==> config.mk <==
export PLATFORM = sky130hd
export DESIGN_NAME = gpr_write_arbiter_flat
export DESIGN_NICKNAME = d
export VERILOG_FILES = /design/src/rtl/gpr_write_arbiter_pkg.sv /design/src/rtl/gpr_write_arbiter_if.sv /design/src/rtl/gpr_write_arbiter_scoreboard.sv /design/src/rtl/gpr_write_arbiter.sv /design/src/flat_wrapper.sv
export SDC_FILE = /design/constraint.sdc
export NUM_CORES = 1
export LEC_CHECK = 0
export ABC_CLOCK_PERIOD_IN_PS = 4900
export CAP_MARGIN = 20
export CORE_ASPECT_RATIO = 1.5
export CORE_MARGIN = 3
export CORE_UTILIZATION = 53
export CTS_BUF_LIST = sky130_fd_sc_hd__clkbuf_16
export DETAILED_ROUTE_END_ITERATION = 7
export GPL_ROUTABILITY_DRIVEN = 0
export GPL_TIMING_DRIVEN = 0
export PLACE_DENSITY = 0.87
export SKIP_LAST_GASP = 1
export SLEW_MARGIN = 40
export SYNTH_ARGS = -nofsm -noshare
export SYNTH_HDL_FRONTEND = slang
export SYNTH_HIERARCHICAL = 1
export SYNTH_SLANG_ARGS = --single-unit
==> constraint.sdc <==
create_clock -name clock -period 4.9 [get_ports clock]
set_input_delay 0.49 -clock clock [delete_from_list [all_inputs] [get_ports clock]]
set_output_delay 0.49 -clock clock [all_outputs]
set_load 0.03 [all_outputs]
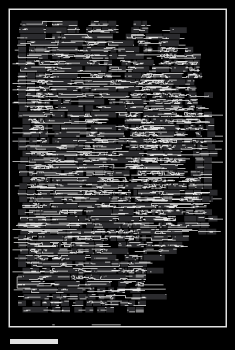
*Met1 routing*
The bar under the picture is 20 um long. Cells faint in the background.
share of all routed wire: 34%
main direction: horizontal
wire length on this layer: 5800 um
longest straight run: 26.7 um
vias: 4930
Post-Route WL: 17300 um
met1 Use GR: 0.305

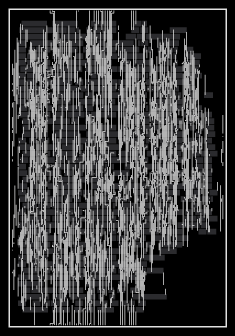
*Metal 2*
Cells faint in the background.
share of all routed wire: 54%
longest straight run: 44.2 um
nets with wire on the layer: 668
met2 usage: 0.537

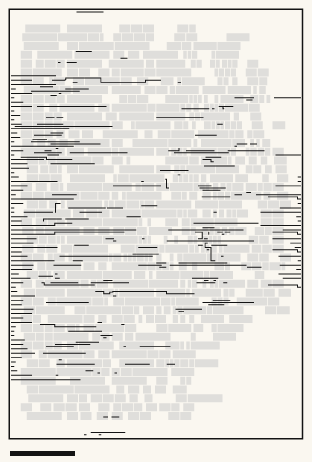
*Signal wires on met3*
The bar under the picture is 20 um long. Cells faint in the background.
nets with wire on the layer: 186
share of all routed wire: 9.0%
GR Util met3: 0.0788

==> impl_metrics.env <==
# physical design summary
export IMPL_setup_tns_final_ns=0
export IMPL_power_mw=2.84
export IMPL_largest_register_ffs=74
export IMPL_yosys_area_sq_mm=0.00563
export IMPL_p_clk_mw=1.15
export IMPL_layout_setup_ws_ns=1.20
export IMPL_ant_nets=0
export IMPL_largest_area_cell="edfxtp_1"
export IMPL_dr_wl_met3_um=1550
export IMPL_cts_buffers=17
export IMPL_synth_simple_gate_area_share=0.142
export IMPL_final_cells=796
export IMPL_ys_sh_adder=0.00890
export IMPL_comb_share=0.308
export IMPL_routed_top_layer="met4"
export IMPL_p_per_area_mw_per_mm2=365
export IMPL_maxPowerGroup="the clock network"
export IMPL_finalCritPeriodShare=0.755
export IMPL_core_area_sq_mm=0.0102
export IMPL_cts_root_buffer="clkbuf_16"
export IMPL_slew_headroom=0.463
export IMPL_wl_met1_um=5800
export IMPL_yosysWarnings=6
export IMPL_antenna_found_initial=0
export IMPL_dr_wl_met2_um=9280
export IMPL_netlist_area_sq_mm=0.00563
export IMPL_synth_nets=581
export IMPL_nNetsFinal=741
export IMPL_cap_violations=0
export IMPL_nMultiInputCombCells=328
export IMPL_final_setup_viol_count=0
export IMPL_placed_cells=765
export IMPL_cts_buffer_depth=2
export IMPL_gr_usage_all_layers=0.291
export IMPL_io_buffers=139
export IMPL_overflow=0
export IMPL_area_leaders="edfxtp_1 (40%), dfxtp_1 (15%), mux2i_1 (8.2%), nand3b_1 (5.7%), o31ai_1 (4.4%)"
export IMPL_ios=145
export IMPL_synthCells=483
export IMPL_combinationalPower_uw=577
export IMPL_holdPathStages=2
export IMPL_top_usage_layer="met2"
export IMPL_grt_pass1_vias=5259
export IMPL_critPathMaxFanout=10
export IMPL_ff_type="edfxtp_1"
export IMPL_drt_iter0_markers=400
export IMPL_cts_max_level=4
export IMPL_internal_power_mw=2.06
export IMPL_combPwrFrac=0.203
export IMPL_cp_arrival_ns=3.21
export IMPL_netSwitchingFraction=0.274
export IMPL_ctsHoldBuffers=0
export IMPL_cpMostUsedCell="clkdlybuf4s50_1"
export IMPL_status="finished clean"
export IMPL_slew_viol_final=0
export IMPL_worst_pin_slew_ns=0.805
export IMPL_inv_count=6
